File: src/rtl/hwpe_stream_package.sv
`default_nettype none
// ============================================================================
// Module      : hwpe_stream_package
// Description : Streamer control/flag types shared by the load/store
//               streamers and the controllers that drive them.
//               ctrl_sourcesink_t   - request + address generator setup
//               flags_sourcesink_t  - ready_start / done status from a streamer
// Revision    : 1.0 - initial release
// ============================================================================
package hwpe_stream_package;

   typedef struct packed {
      logic [31:0] base_addr;
      logic [31:0] trans_size;
      logic [15:0] line_stride;
      logic [15:0] line_length;
      logic [15:0] feat_stride;
      logic [15:0] feat_length;
      logic        loop_outer;
      logic [15:0] feat_roll;
      logic        realign_type;
      logic [7:0]  line_length_remainder;
   } ctrl_addressgen_t;

   typedef struct packed {
      logic             req_start;
      ctrl_addressgen_t addressgen_ctrl;
   } ctrl_sourcesink_t;

   typedef struct packed {
      logic ready_start;
      logic done;
   } flags_sourcesink_t;

endpackage
`default_nettype wire

File: src/rtl/hwpe_test_ctrl_pkg.sv
`default_nettype none
// ============================================================================
// Module      : hwpe_test_ctrl_pkg
// Description : Types and constants of the load/store job sequencer.
//               state_e     - sequencer FSM states
//               job_cfg_t   - one job as seen at the configuration inputs
// Revision    : 1.0 - initial release
// ============================================================================
package hwpe_test_ctrl_pkg;

   // Default word geometry; the job struct fields are sized to the default
   // port widths and the top narrows/widens them to its own parameters.
   localparam int unsigned BYTES_PER_WORD = 4;
   localparam int unsigned JOB_ADDR_WIDTH = 32;
   localparam int unsigned JOB_LEN_WIDTH  = 16;
   localparam int unsigned JOB_REPS_WIDTH = 8;

   typedef enum logic [2:0] {
      IDLE     = 3'd0,
      WAIT_RDY = 3'd1,
      START    = 3'd2,
      BUSY     = 3'd3,
      DONE     = 3'd4
   } state_e;

   typedef struct packed {
      logic [JOB_ADDR_WIDTH-1:0] src;
      logic [JOB_ADDR_WIDTH-1:0] dst;
      logic [JOB_LEN_WIDTH-1:0]  len;
      logic [JOB_REPS_WIDTH-1:0] reps;
   } job_cfg_t;

endpackage
`default_nettype wire

File: src/rtl/hwpe_test_ctrl_addrgen.sv
`default_nettype none
// ============================================================================
// Module      : hwpe_test_ctrl_addrgen
// Description : Source and sink base-address registers of the sequencer.
//               Loaded from the job config on an accepted start, advanced by
//               one repetition stride (modulo 2^ADDR_WIDTH) between reps.
// Ports       : clk_i, rst_ni, clear_i   - clock, sync reset, soft clear
//               load_i, load_src/dst_i   - load both bases
//               step_i, stride_i         - add stride to both bases
//               src_addr_o, dst_addr_o   - current bases
// Revision    : 1.0 - initial release
// ============================================================================
module hwpe_test_ctrl_addrgen
   import hwpe_test_ctrl_pkg::*;
#(
   parameter int unsigned ADDR_WIDTH = JOB_ADDR_WIDTH
) (
   input  logic                  clk_i,
   input  logic                  rst_ni,
   input  logic                  clear_i,
   input  logic                  load_i,
   input  logic [ADDR_WIDTH-1:0] load_src_i,
   input  logic [ADDR_WIDTH-1:0] load_dst_i,
   input  logic                  step_i,
   input  logic [ADDR_WIDTH-1:0] stride_i,
   output logic [ADDR_WIDTH-1:0] src_addr_o,
   output logic [ADDR_WIDTH-1:0] dst_addr_o
);

   logic [ADDR_WIDTH-1:0] src_q, src_d;
   logic [ADDR_WIDTH-1:0] dst_q, dst_d;

   always_comb begin
      src_d = src_q;
      dst_d = dst_q;
      if (load_i) begin
         src_d = load_src_i;
         dst_d = load_dst_i;
      end else if (step_i) begin
         src_d = src_q + stride_i;
         dst_d = dst_q + stride_i;
      end
   end

   always_ff @(posedge clk_i) begin
      if (!rst_ni || clear_i) begin
         src_q <= '0;
         dst_q <= '0;
      end else begin
         src_q <= src_d;
         dst_q <= dst_d;
      end
   end

   assign src_addr_o = src_q;
   assign dst_addr_o = dst_q;

endmodule
`default_nettype wire

File: src/rtl/hwpe_test_ctrl.sv
`default_nettype none
// ============================================================================
// Module      : hwpe_test_ctrl
// Description : Job sequencer for one source and one sink streamer. Runs a
//               configured number of repetitions of a linear transfer,
//               handshaking each repetition start and tracking completion of
//               both streamers.
// Ports       : clk_i, rst_ni, clear_i      - clock, sync reset, soft clear
//               start_i, cfg_*_i            - job start and configuration
//               source/sink_stream_ctrl_o   - streamer control structs
//               source/sink_stream_flags_i  - streamer ready/done flags
//               busy_o, done_o, err_o       - job status
//               rep_cnt_o                   - completed repetitions
// Revision    : 1.0 - initial release
// ============================================================================
module hwpe_test_ctrl
   import hwpe_stream_package::*;
   import hwpe_test_ctrl_pkg::*;
#(
   parameter int unsigned DATA_WIDTH = BYTES_PER_WORD * 8,
   parameter int unsigned ADDR_WIDTH = JOB_ADDR_WIDTH,
   parameter int unsigned LEN_WIDTH  = JOB_LEN_WIDTH,
   parameter int unsigned REPS_WIDTH = JOB_REPS_WIDTH
) (
   input  logic                  clk_i,
   input  logic                  rst_ni,
   input  logic                  clear_i,
   input  logic                  start_i,
   input  logic [ADDR_WIDTH-1:0] cfg_src_addr_i,
   input  logic [ADDR_WIDTH-1:0] cfg_dst_addr_i,
   input  logic [LEN_WIDTH-1:0]  cfg_len_i,
   input  logic [REPS_WIDTH-1:0] cfg_reps_i,
   output ctrl_sourcesink_t      source_stream_ctrl_o,
   input  flags_sourcesink_t     source_stream_flags_i,
   output ctrl_sourcesink_t      sink_stream_ctrl_o,
   input  flags_sourcesink_t     sink_stream_flags_i,
   output logic                  busy_o,
   output logic                  done_o,
   output logic                  err_o,
   output logic [REPS_WIDTH-1:0] rep_cnt_o
);

   localparam int unsigned c_bytes      = DATA_WIDTH / 8;
   // Wide enough for len * bytes without overflow before truncation.
   localparam int unsigned c_step_width = LEN_WIDTH + $clog2(c_bytes);

   state_e                  state_q, state_d;
   logic [LEN_WIDTH-1:0]    len_q;
   logic [REPS_WIDTH-1:0]   reps_q;
   logic [REPS_WIDTH-1:0]   rep_cnt_q;
   logic                    src_done_q;
   logic                    snk_done_q;
   logic                    err_q;

   job_cfg_t                w_cfg;
   logic                    w_accept;
   logic                    w_rep_done;
   logic                    w_rep_advance;
   logic [REPS_WIDTH-1:0]   w_rep_next;
   logic [c_step_width-1:0] w_step_full;
   logic [ADDR_WIDTH-1:0]   w_stride;
   logic [ADDR_WIDTH-1:0]   w_src_addr;
   logic [ADDR_WIDTH-1:0]   w_dst_addr;
   logic                    w_ctrl_valid;
   ctrl_addressgen_t        w_ag_common;

   assign w_cfg.src  = JOB_ADDR_WIDTH'(cfg_src_addr_i);
   assign w_cfg.dst  = JOB_ADDR_WIDTH'(cfg_dst_addr_i);
   assign w_cfg.len  = JOB_LEN_WIDTH'(cfg_len_i);
   assign w_cfg.reps = JOB_REPS_WIDTH'(cfg_reps_i);

   assign w_rep_next  = rep_cnt_q + REPS_WIDTH'(1);
   assign w_step_full = c_step_width'(len_q) * c_step_width'(c_bytes);
   assign w_stride    = ADDR_WIDTH'(w_step_full);

   // ---------------------------------------------------------------- FSM
   always_comb begin
      state_d       = state_q;
      w_accept      = 1'b0;
      w_rep_done    = 1'b0;
      w_rep_advance = 1'b0;
      unique case (state_q)
         IDLE: begin
            if (start_i) begin
               w_accept = 1'b1;
               // Empty job: no streamer request, finish immediately.
               state_d  = (w_cfg.len == '0) ? DONE : WAIT_RDY;
            end
         end
         WAIT_RDY: begin
            if (source_stream_flags_i.ready_start && sink_stream_flags_i.ready_start)
               state_d = START;
         end
         START: state_d = BUSY;
         BUSY: begin
            if (src_done_q && snk_done_q) begin
               w_rep_done = 1'b1;
               if (w_rep_next == reps_q) begin
                  state_d = DONE;
               end else begin
                  w_rep_advance = 1'b1;
                  state_d       = WAIT_RDY;
               end
            end
         end
         DONE:    state_d = IDLE;
         default: state_d = IDLE;
      endcase
   end

   always_ff @(posedge clk_i) begin
      if (!rst_ni || clear_i) begin
         state_q    <= IDLE;
         len_q      <= '0;
         reps_q     <= '0;
         rep_cnt_q  <= '0;
         src_done_q <= 1'b0;
         snk_done_q <= 1'b0;
         err_q      <= 1'b0;
      end else begin
         state_q <= state_d;
         if (w_accept) begin
            len_q      <= LEN_WIDTH'(w_cfg.len);
            reps_q     <= (w_cfg.reps == '0) ? REPS_WIDTH'(1) : REPS_WIDTH'(w_cfg.reps);
            rep_cnt_q  <= '0;
            src_done_q <= 1'b0;
            snk_done_q <= 1'b0;
            err_q      <= 1'b0;
         end
         if (state_q == BUSY) begin
            if (w_rep_done) begin
               rep_cnt_q  <= w_rep_next;
               src_done_q <= 1'b0;
               snk_done_q <= 1'b0;
            end else begin
               if (source_stream_flags_i.done) src_done_q <= 1'b1;
               if (sink_stream_flags_i.done)   snk_done_q <= 1'b1;
               // Sink finishing ahead of the source means it drained data
               // the source never produced; flag it but let the job run on.
               if (sink_stream_flags_i.done && !src_done_q && !source_stream_flags_i.done)
                  err_q <= 1'b1;
            end
         end
      end
   end

   // ------------------------------------------------------ base addresses
   hwpe_test_ctrl_addrgen #(
      .ADDR_WIDTH (ADDR_WIDTH)
   ) i_addrgen (
      .clk_i      (clk_i),
      .rst_ni     (rst_ni),
      .clear_i    (clear_i),
      .load_i     (w_accept),
      .load_src_i (ADDR_WIDTH'(w_cfg.src)),
      .load_dst_i (ADDR_WIDTH'(w_cfg.dst)),
      .step_i     (w_rep_advance),
      .stride_i   (w_stride),
      .src_addr_o (w_src_addr),
      .dst_addr_o (w_dst_addr)
   );

   // ------------------------------------------------------ streamer ctrl
   assign w_ctrl_valid = (state_q == WAIT_RDY) || (state_q == START) || (state_q == BUSY);

   always_comb begin
      w_ag_common             = '0;
      w_ag_common.trans_size  = 32'(len_q);
      w_ag_common.line_stride = 16'(c_bytes);
      w_ag_common.line_length = 16'(len_q);
      w_ag_common.feat_length = 16'd1;
   end

   always_comb begin
      source_stream_ctrl_o = '0;
      sink_stream_ctrl_o   = '0;
      if (w_ctrl_valid) begin
         source_stream_ctrl_o.addressgen_ctrl           = w_ag_common;
         source_stream_ctrl_o.addressgen_ctrl.base_addr = 32'(w_src_addr);
         source_stream_ctrl_o.req_start                 = (state_q == START);
         sink_stream_ctrl_o.addressgen_ctrl             = w_ag_common;
         sink_stream_ctrl_o.addressgen_ctrl.base_addr   = 32'(w_dst_addr);
         sink_stream_ctrl_o.req_start                   = (state_q == START);
      end
   end

   // Busy rises in the cycle the start is accepted so even an empty job
   // shows one busy cycle; it drops in DONE.
   assign busy_o    = w_ctrl_valid || w_accept;
   assign done_o    = (state_q == DONE);
   assign err_o     = err_q;
   assign rep_cnt_o = rep_cnt_q;

endmodule
`default_nettype wire
File: config.mk
export PLATFORM = sky130hd
export DESIGN_NAME = hwpe_test_ctrl
export DESIGN_NICKNAME = d
export VERILOG_FILES = /design/src/rtl/hwpe_stream_package.sv /design/src/rtl/hwpe_test_ctrl_pkg.sv /design/src/rtl/hwpe_test_ctrl_addrgen.sv /design/src/rtl/hwpe_test_ctrl.sv
export SDC_FILE = /design/constraint.sdc
export NUM_CORES = 1
export LEC_CHECK = 0
export CAP_MARGIN = 20
export CORE_AREA = 2 2 163 165
export CTS_CLUSTER_DIAMETER = 200
export DETAILED_ROUTE_END_ITERATION = 7
export DIE_AREA = 0 0 165 167
export PLACE_DENSITY = 0.67
export SLEW_MARGIN = 20
export SYNTH_ARGS = -nofsm -noshare
export SYNTH_HDL_FRONTEND = slang
export SYNTH_SLANG_ARGS = --single-unit
File: constraint.sdc
create_clock -name clk_i -period 8.2 [get_ports clk_i]
set_clock_uncertainty 0.2 [all_clocks]
set_input_delay 1.64 -clock clk_i [delete_from_list [all_inputs] [get_ports clk_i]]
set_output_delay 1.64 -clock clk_i [all_outputs]
set_load 0.01 [all_outputs]
### Sizing map, run 1

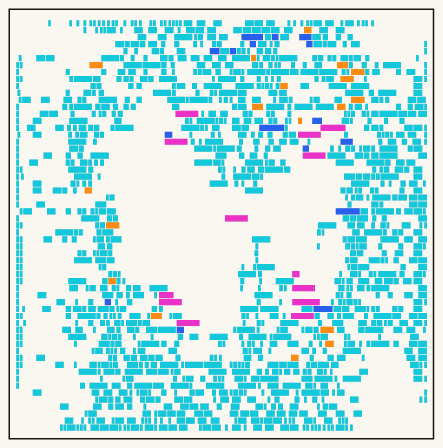
orange -> drive 2  # cells 18, share 1.4%
magenta -> drive 6 and up  # cells 13, share 1.0%
cyan -> drive 1 or less  # cells 1214, share 96%
blue -> drive 3 to 4  # cells 16, share 1.3%
Layout Cell Area excl Fill: 0.0104 mm2
post-synthesis to final-layout area growth: 22.6%
number of non-clock buffers in the layout: 246
min setup slack post-route: 2.79 ns

### Local utilization, run 1

The die is cut into 16 by 17 equal tiles; white is low, dark blue is high, 0 to 100% covered.
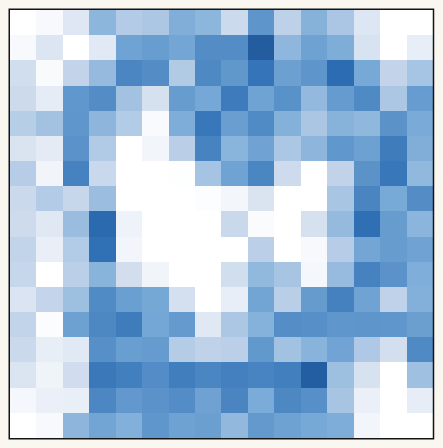
nearly empty tiles = 13%
mean over tiles = 36%
tiles over 75% full = 1.5%
emptiest ninth of the die = middle
fullest tile = 82%

==> notes.md, run 1 <==
Observations from the implementation run.

Yosys:
- Yosys attributes the largest share of cell area to sky130_fd_sc_hd__dfxtp_1 24%, sky130_fd_sc_hd__buf_4 20%, sky130_fd_sc_hd__and2_1 6.0%, sky130_fd_sc_hd__a21oi_1 5.5%, sky130_fd_sc_hd__nand2_1 5.5%.
- For this run the top cell type by instance count after synthesis was sky130_fd_sc_hd__buf_4.
- The run gives the flip-flop and latch count after synthesis as 102.
- The run gives the area share of and-or/or-and cells after synthesis as roughly 18%.
- Yosys reports that the most numerous cell types are 230 x sky130_fd_sc_hd__buf_4, 125 x sky130_fd_sc_hd__nand2_1, 102 x sky130_fd_sc_hd__dfxtp_1.
- The run puts the proportion of register bits with asynchronous set or reset after synthesis at 0%.
- The run gives the cell total in the yosys stat output as 1108.
- A synthesized cell averages 7.68 um2.
- The run gives the fraction of the mapped netlist area in simple logic gates as 22.5%.
- The run gives the post-synthesis share of cell area spent on full adders, half adders and majority gates as under 10%.
- Looking at the cell usage after synthesis, the top flip-flop cell is sky130_fd_sc_hd__dfxtp_1.
- For reference, XOR and XNOR gates occupy 5.87% of the area reported after synthesis.
- The run gives the portion of synthesized cell area occupied by the leading cell type as 24.0%.
- The run puts the number of unique standard cell types used by synthesis at 68.
- The run gives the count of flip-flops with a built-in enable after synthesis as 0.
- The run puts the multiplexer area fraction after synthesis at 0.235%.
- The run gives the largest area contributor in the netlist as sky130_fd_sc_hd__dfxtp_1.
- The run puts the Yosys warning count at 0.
- The run puts the synthesized netlist cell count at 1108.
- Summing every instance area after synthesis gives approximately 0.0085 mm2.
- The run gives the dominant combinational cell family by area after synthesis as buffers and inverters.
- The run puts the portion of the post-synthesis area used by sequential elements at 24.0%.
- The area recorded from the Yosys report for this design is approximately 0.0085 mm2.

Floorplanning:
- The die is 167 um tall.
- The run puts the initial cell density of the core at 33.0%.
- The run gives the standard cell core area as 0.0258 mm2.
- After floorplanning, the die was sized to cover 0.0276 mm2.
- The run puts the horizontal die dimension at 165 um.
- The floorplan report gives the top-level pin count as 417.

STA:
- The run puts the worst relative slew slack at 35.3%.
- The run gives the smallest hold slack as 0.256 ns.
- Setup repair after global routing left no endpoint under its margin.
- The run gives the final critical-path share of the clock period as 66.0%.
- Derived from the worst setup path, the maximum achievable clock frequency is 0.185 GHz.
- The run gives the final number of setup-violating endpoints as 0.
- The run gives the clock period minus worst slack as 5.41 ns.
- The run puts the accumulated negative setup slack at 0 ns.
- The transition time recorded at the tightest slew-check pin is 0.968 ns.
- The final timing report lists a hold violation count of 0.
- For reference, the final report shows the max-slew violation count at 0.

Drt:
- The run gives the topmost layer with routed signal wires as met4.
- The routed wirelength on the met1 layer is recorded as 11000 um.
- The run puts the detail-routed net length per standard cell at 15.5 um.
- The run gives the routed length on met2 as about 12000 um.
- The run gives the DRC marker count from the first detailed-route iteration as 492.
- The routed layout has 7515 vias.
- The run puts the routed length on met3 at 1310 um.
- The run gives the remaining routing DRC violations as 0.
- For this run, the detailed router reports a per-instance via density of about 4.7.
- The run gives the detailed-route wire length as 24800 um.
- The run puts the post-detailed-route count of antenna-violating nets at 0.
- The run gives the iteration count of the initial detailed-routing pass as 5.

Worst hold path:
- The run gives the capture endpoint of the worst hold path as i_addrgen.src_addr_o[1].
- The run gives the launch instance of the worst min-delay path as i_addrgen.src_addr_o[1].
- The min-delay analysis places its worst path in the category flip-flop to flip-flop.
- The run gives the worst hold path stage count as 2.

CTS:
- The cell sitting at the root of the clock tree is a sky130_fd_sc_hd__clkbuf_16.
- Clock-pin slew was measured on the worst setup and hold paths at 0.07 ns.
- TritonCTS built the clock tree.
- The skew report gives the latency at the later pin of the worst-skew pair as about 0.35 ns.
- The run puts the total CTS buffers at 9.
- The run gives the post-cts gate resize count as 0.
- The H-tree was split into 3 levels.
- The run puts the number of clock sinks seen by CTS at 102.
- The run gives the number of buffers inserted by hold repair at cts as 0.
- Per the repair_timing log after CTS, setup buffers inserted total 0.
- The run gives the maximum clock insertion buffer count as 2.

Critical path:
- The most critical setup path has its endpoint at busy_o.
- The critical path in this run is classified as primary input to primary output.
- The most numerous cell type found on the critical path is sky130_fd_sc_hd__clkdlybuf4s50_1.
- The run gives the launching element of the worst setup path as start_i.
- The number of cells on the worst reg-to-reg path is 10.
- The run puts the delay of the slowest cell on the worst path at approximately 0.60 ns.
- Setup slack on the worst reg-to-reg path comes out at 4.44 ns.
- The signal on the critical path passes through clkdlybuf4s50_1 -> nand3b_1 -> buf_4 -> o21ai_0 -> clkdlybuf4s50_1.
- STA lists the endpoint of the worst register-to-register path as i_addrgen.dst_addr_o[22].
- The run gives the critical path arrival as 3.57 ns.
- The run gives the type of destination of the critical path as a primary output.
- STA classifies the critical path startpoint as a primary input.
- The run gives the data required time of the critical path as 6.36 ns.
- The run gives the peak fanout along the critical path as 79.
- The run gives the startpoint of the worst register-to-register path as len_q[0].
- The run gives the critical-path cell with the highest stage delay as sky130_fd_sc_hd__buf_4.

Cells and area:
- The run gives the share of cell area taken by flip-flops and latches as around a fifth.
- Ranking logic cells in the layout by count gives the top entries 240 x sky130_fd_sc_hd__clkdlybuf4s50_1, 176 x sky130_fd_sc_hd__conb_1, 125 x sky130_fd_sc_hd__nand2_1.
- The run gives the count of multi-input combinational gates as 888.
- 0 antenna diodes ended up in the layout.
- The run gives the clock buffer count as 9.
- The run gives the inverter count as 9.
- The run gives the flip-flop and latch area as 0.00204 mm2.
- Per the final layout report, the fraction of cells sized above drive strength 1 comes to 3.73%.
- For this run, the post-layout net count is around 1400.
- Looking at the area split, the leading class of cells is multi-input combinational cells.
- The run puts the multi-input gate area in the final layout at 0.00515 mm2.
- The run puts the logic share of the area at 49.4%.
- The run gives the dominant logic cell type in the layout as sky130_fd_sc_hd__clkdlybuf4s50_1.
- Non-clock buffers make up 23.7% of the layout cell area.
- The run puts the final-layout clock-cell area share at 2.98%.

Global routing:
- met2 track demand over resource after global routing is between 30% and 40%.
- The run gives the global-route usage over all layers as 17.6%.
- After global routing the overflow that remains totals 0.
- The run gives the number of antenna violations at the first check in global routing as 0.
- The run puts the via count of the first global-routing pass at 7063.
- The run puts the wire length of the first global-routing pass at 38600 um.
- The run puts the met1 track demand over resource in global routing at 22.7%.
- The layer flagged by global routing as most heavily used is met2.
- The run puts the largest net degree at the start of global routing at about 83.
- Global routing consumed, on the met3 layer, 2.74% of the routing resources.

Run status:
- The run finished with clean final reports.

Pwr:
- The run puts the cell area power density at roughly 120 mW/mm2.
- The run puts the static leakage power at 4.11 nW.
- The worst VDD IR drop from the latest analysis is 75.4 uV.
- The run puts the power consumption at 0.00123 W.

Placed design:
- The run puts the final RePlAce weighted congestion at 0.854.
- The run puts the post-DP HPWL at roughly 19000 um.
- Port buffering added 240 buffers.

Flow run:
- In this run the tools logged warnings totalling 26.
- Max-cap violations in this run came to 0.
### Cell outlines without signal wires, run 1

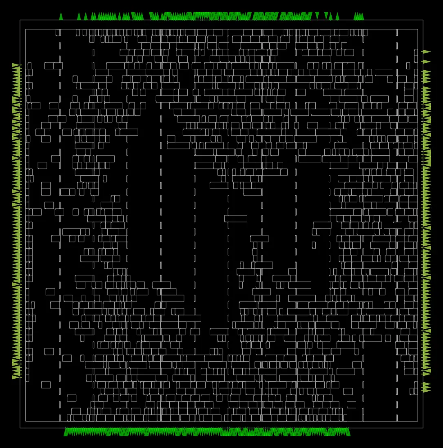
flip-flops: 102
filler cell count in the final layout: 2631
tap cell count: 335
std cell rows: 59

-- run 1: critical path: cells and delay by family --
kind,cells,cell delay (ns)
AND/OR/NAND/NOR,1,0.09
AND-OR/OR-AND,1,0.26
buffers and inverters,3,1.58
-- run 1: power by group --
group | internal (W) | switching [W]
clock network | 0.000242 | 0.000214
registers | 0.000514 | 0.0000205
logic | 0.0000970 | 0.000139
total | 0.000852 | 0.000373
-- run 1: stage by stage --
stage,utilization (%),std cells,area [um2],worst slack (ns)
2_1_floorplan,-,1283,9160,3.90
3_3_place_gp,39.1,1579,10100,2.79
3_5_place_dp,39.1,1579,10100,2.79
4_1_cts,40.3,1595,10400,2.79
5_1_grt,40.5,1596,10400,2.67
6_report,40.5,1596,10400,2.79
## Run 2: what changed since run 1
clock period = 5.6 ns   (was 8.2 ns; I/O delays follow)
==> notes.md, run 2 <==
Observations from the implementation run.

CTS:
- The run gives the root buffer cell as sky130_fd_sc_hd__clkbuf_16 (unchanged).
- The run gives the maximum clock insertion buffer count as 2 (unchanged).
- The number of clock sinks seen by CTS came to 102 (unchanged).
- The clock-pin slew reported for the worst setup and hold paths after clock tree synthesis was 0.08 ns (was 0.07 ns).
- The run gives the TritonCTS clock tree as built (unchanged).
- The run puts the post-cts gate resize count at 0 (unchanged).
- The setup fix buffers added after clock tree synthesis came to 0 (unchanged).
- The run gives the total CTS buffers as 9 (unchanged).
- The run puts the insertion delay to the later sink of the worst-skew pair at 0.35 ns (about the same).
- The run gives the H-tree depth reported by CTS as 3 (unchanged).
- The number of buffers inserted by hold repair at cts is 0 (unchanged).

Yosys:
- The run gives the chip area line of the yosys report as 0.00850 mm2 (unchanged).
- The run puts the portion of synthesized cell area occupied by the leading cell type at 24.0% (unchanged).
- The run gives the area of the mapped netlist as 0.00850 mm2 (unchanged).
- The run puts the post-synthesis average cell area at 7.68 um2 (unchanged).
- Synth area leaders: sky130_fd_sc_hd__dfxtp_1 24%, sky130_fd_sc_hd__buf_4 20%, sky130_fd_sc_hd__and2_1 6.0%, sky130_fd_sc_hd__a21oi_1 5.5%, sky130_fd_sc_hd__nand2_1 5.5% (unchanged).
- The number of unique standard cell types used by synthesis was 68 (unchanged).
- The run gives the count of flip-flops with a built-in enable after synthesis as 0 (unchanged).
- The proportion of register bits with asynchronous set or reset after synthesis came to 0% (unchanged).
- The portion of the post-synthesis area used by sequential elements was 24.0% (unchanged).
- The run gives the most popular library cell in the synthesized design by count as sky130_fd_sc_hd__buf_4 (unchanged).
- The Yosys warning count is 0 (unchanged).
- The run gives the synthesized netlist cell count as 1108 (unchanged).
- Leading post-synthesis cells by instance count: 230 x sky130_fd_sc_hd__buf_4, 125 x sky130_fd_sc_hd__nand2_1, 102 x sky130_fd_sc_hd__dfxtp_1 (unchanged).
- The run gives the cell total in the yosys stat output as 1108 (unchanged).
- The largest area contributor in the netlist was sky130_fd_sc_hd__dfxtp_1 (unchanged).
- The run puts the flip-flop and latch count after synthesis at 102 (unchanged).
- The run gives the most frequently used flop master after synthesis as sky130_fd_sc_hd__dfxtp_1 (unchanged).

Global routing:
- The run gives the global-route usage over all layers as 17.0% (was 17.6%).
- The largest net degree at the start of global routing is 78 (was 83).
- The run gives the number of antenna violations at the first check in global routing as 1 (was 0).
- The run puts the via count of the first global-routing pass at 6837 (was 7063).
- The aggregate global routing overflow was 0 (unchanged).
- The run puts the wire length of the first global-routing pass at 37100 um (was 38600 um).

Cells and area:
- The run puts the share of cell area taken by flip-flops and latches at 19.6% (about the same).
- The run gives the final-layout clock-cell area share as 2.87% (was 2.98%).
- The run puts the flip-flop and latch area at 0.00204 mm2 (unchanged).
- The run puts the number of fill cells in the layout at 2623 (was 2631).
- The run puts the inverter count at 9 (unchanged).
- The run puts the clock buffer count at 10 (was 9).
- The number of buffers other than clock buffers in the final layout came to 246 (unchanged).
- The run gives the signed area change from the synthesized netlist to the final layout as 22.5% (was 22.6%).
- Most common logic cells in the final layout: 240 x sky130_fd_sc_hd__clkdlybuf4s50_1, 176 x sky130_fd_sc_hd__conb_1, 125 x sky130_fd_sc_hd__nand2_1 (unchanged).
- The run gives the share of the core filled with cells in the final layout as 40.4% (was 40.5%).
- The run gives the area of all placed cells without fillers as 0.0104 mm2 (about the same).
- The logic share of the area is 49.5% (was 49.4%).
- The dominant logic cell type in the layout is sky130_fd_sc_hd__clkdlybuf4s50_1 (unchanged).
- The run puts the multi-input gate area in the final layout at 0.00515 mm2 (unchanged).
- The cell type taking the most area is multi-input combinational cells (unchanged).
- The run puts the number of sequential cells in the layout at 102 (unchanged).
- The run gives the proportion of final cell area spent on non-clock buffers as 23.7% (about the same).
- The run gives the non-filler instance count after layout as 1597 (was 1596).
- The run gives the antenna diode count as 1 (was 0).
- The run gives the count of multi-input combinational gates as 888 (unchanged).
- The count of nets after finishing is 1387 (unchanged).
- The run puts the share of cells above drive strength 1 at 3.65% (was 3.73%).

Flow run:
- The run puts the warning total across the stage logs at 26 (unchanged).
- The run puts the number of max-cap violations at 0 (unchanged).

Worst hold path:
- The run gives the launch instance of the worst min-delay path as i_addrgen.dst_addr_o[0] (was i_addrgen.src_addr_o[1]).
- The capture endpoint of the worst hold path was i_addrgen.dst_addr_o[0] (was i_addrgen.src_addr_o[1]).
- The run gives the worst hold path stage count as 2 (unchanged).
- The path category of the worst min-delay check is flip-flop to flip-flop (unchanged).

Floorplanning:
- The run gives the die height as 167 um (unchanged).
- The count of boundary I/O pins was 417 (unchanged).
- The run puts the full die area at 0.0276 mm2 (unchanged).
- The floorplan row count is 59 (unchanged).
- The run gives the count of inserted tapcells as 335 (unchanged).
- The run gives the standard cell core area as 0.0258 mm2 (unchanged).
- The run gives the initial cell density of the core as 33.0% (unchanged).
- The horizontal die dimension came to 165 um (unchanged).

Critical path:
- The critical path capture point was sink_stream_ctrl_o[103] (was busy_o).
- The launching element of the worst setup path is state_q[1] (was start_i).
- The run gives the buffer-and-inverter tally for the worst setup path as 2 (was 3).
- The run puts the critical path arrival at 3.09 ns (was 3.57 ns).
- The peak fanout along the critical path came to 46 (was 79).
- The run puts the delay of the slowest cell on the worst path at 0.69 ns (was 0.60 ns).
- The family of cells with the greatest summed delay on the critical path is simple AND/OR/NAND/NOR gates (was buffers and inverters).
- The terminus of the critical flop-to-flop path was i_addrgen.dst_addr_o[22] (unchanged).
- The run gives the category of the most critical setup path as flip-flop to primary output (was primary input to primary output).
- The run gives the data required time of the critical path as 4.28 ns (was 6.36 ns).
- The startpoint of the worst register-to-register path was rep_cnt_o[0] (was len_q[0]).
- Crit-path cells: nor2_1 -> nor2_4 -> buf_4 -> and2_1 -> clkdlybuf4s50_1 (was clkdlybuf4s50_1 -> nand3b_1 -> buf_4 -> o21ai_0 -> clkdlybuf4s50_1).
- The count of cell instances traversed by the critical path came to 5 (unchanged).
- The run gives the type of destination of the critical path as a primary output (unchanged).
- The run puts the reg2reg setup slack at 1.92 ns (was 4.44 ns).
- The run gives the worst reg2reg path depth as 9 (was 10).
- The critical-path cell with the highest stage delay is sky130_fd_sc_hd__nor2_4 (was sky130_fd_sc_hd__buf_4).
- The critical path launch point type is a flip-flop (was primary input).

STA:
- The run puts the transition time of the tightest slew-check pin at 0.978 ns (was 0.968 ns).
- Setup repair after global routing missed its margin: no (unchanged).
- The run puts the achievable frequency at 0.227 GHz.
- The run puts the final worst setup slack at 1.19 ns (was 2.79 ns).
- The run gives the final critical-path share of the clock period as 78.7%.
- The number of hold violations in the final report came to 0 (unchanged).
- The max-slew violation count came to 0 (unchanged).
- The run gives the smallest hold slack as 0.256 ns (about the same).
- The run gives the final number of setup-violating endpoints as 0 (unchanged).
- The run gives the worst relative slew slack as 34.7% (was 35.3%).
- The run puts the accumulated negative setup slack at 0 ns (unchanged).
- The worst path needs 4.41 ns of the cycle, external delays included.

Pwr:
- The run gives the peak ir drop on the vdd network as 108 uV (was 75.4 uV).
- The run puts the switching power at 0.000533 W (was 0.000373 W).
- The share of power burned in the clock network was 36.7% (was 37.2%).
- The flip-flop and latch power is 0.000782 W (was 0.000534 W).
- The run gives the switching fraction of total power as 30.0% (was 30.5%).
- The top power consumer group is registers (unchanged).
- The run gives the portion of total power attributed to combinational logic as 19.3% (about the same).
- The cell-internal power was 0.00125 W (was 0.000852 W).
- The combinational power was 0.000344 W (was 0.000236 W).
- The run puts the cell area power density at 171 mW/mm2 (was 118 mW/mm2).
- The run puts the power consumption at 0.00178 W (was 0.00123 W).
- The run puts the static leakage power at 4.10 nW (was 4.11 nW).
- The run gives the power of the clock network as 0.000653 W (was 0.000455 W).
- The run gives the sequential group share of total power as 44.0% (was 43.6%).

Drt:
- The run gives the post-detailed-route count of antenna-violating nets as 0 (unchanged).
- The run puts the detail-routed net length per standard cell at 15.4 um (was 15.5 um).
- The run puts the DRC marker count from the first detailed-route iteration at 449 (was 492).
- The run gives the detailed-route wire length as 24600 um (was 24800 um).
- The run puts the iteration count of the initial detailed-routing pass at 5 (unchanged).
- The run gives the via count of the routed design as 7522 (was 7515).
- The run puts the via-per-instance ratio at 4.71 (about the same).
- The run puts the remaining routing DRC violations at 0 (unchanged).

Run status:
- Status: complete, no violations (unchanged).

Placed design:
- The run gives the final RePlAce weighted congestion as 0.873 (was 0.854).
- The placed cell area is 0.0101 mm2 (unchanged).
- The run gives the post-DP HPWL as 18600 um (about the same).
- The run puts the pre-CTS setup slack at 1.56 ns (was 2.79 ns).
- The run puts the instance count after placement with tap cells included at 1579 (unchanged).
- The count of port buffers added during placement came to 240 (unchanged).
## run 2: cells by family (layout without fill, tap and decap cells)
| group | Yosys count | after routing | synth area share (%) |
|---|---|---|---|
| DFF | 102 | 102 | 24.0 |
| AOI/OAI and AO/OA | 247 | 247 | 18.4 |
| xor gates and xnor gates | 57 | 57 | 5.87 |
| and+or+nand+nor | 371 | 371 | 22.5 |
| other | 1 | 177 | 0.0441 |
| buffers and inverters | 293 | 271 | 23.6 |
| muxes | 2 | 2 | 0.235 |
| adders and majority gates | 35 | 35 | 5.33 |
## run 2: layer usage
metal | GRT usage, % | vias to the layer above | share of wire [%]
met4 | 4.16 | 0 | 1.4
met3 | 3.11 | 21 | 6.1
li1 | - | 3700 | -
met2 | 29.7 | 281 | 49
met1 | 21.5 | 3520 | 44
met5 | 0 | - | 0
### Layout detail, run 2

Region (114, 115) to (134, 135) um. Cells in grey, sequential cells in the stronger grey; small squares are vias.
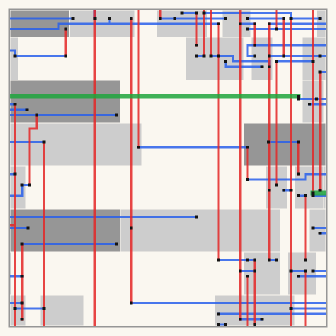
green -> met3
blue -> met1
red -> met2
netlist names of flops here include = rep_cnt_o (3), i_addrgen.src_addr_o (1)
cells with their middle in the window = 20
most frequent = dfxtp_1 (4), o21ai_0 (3)
sequential cells in the window = 4

No activity file was given, so power comes from the tool's default toggle rates.
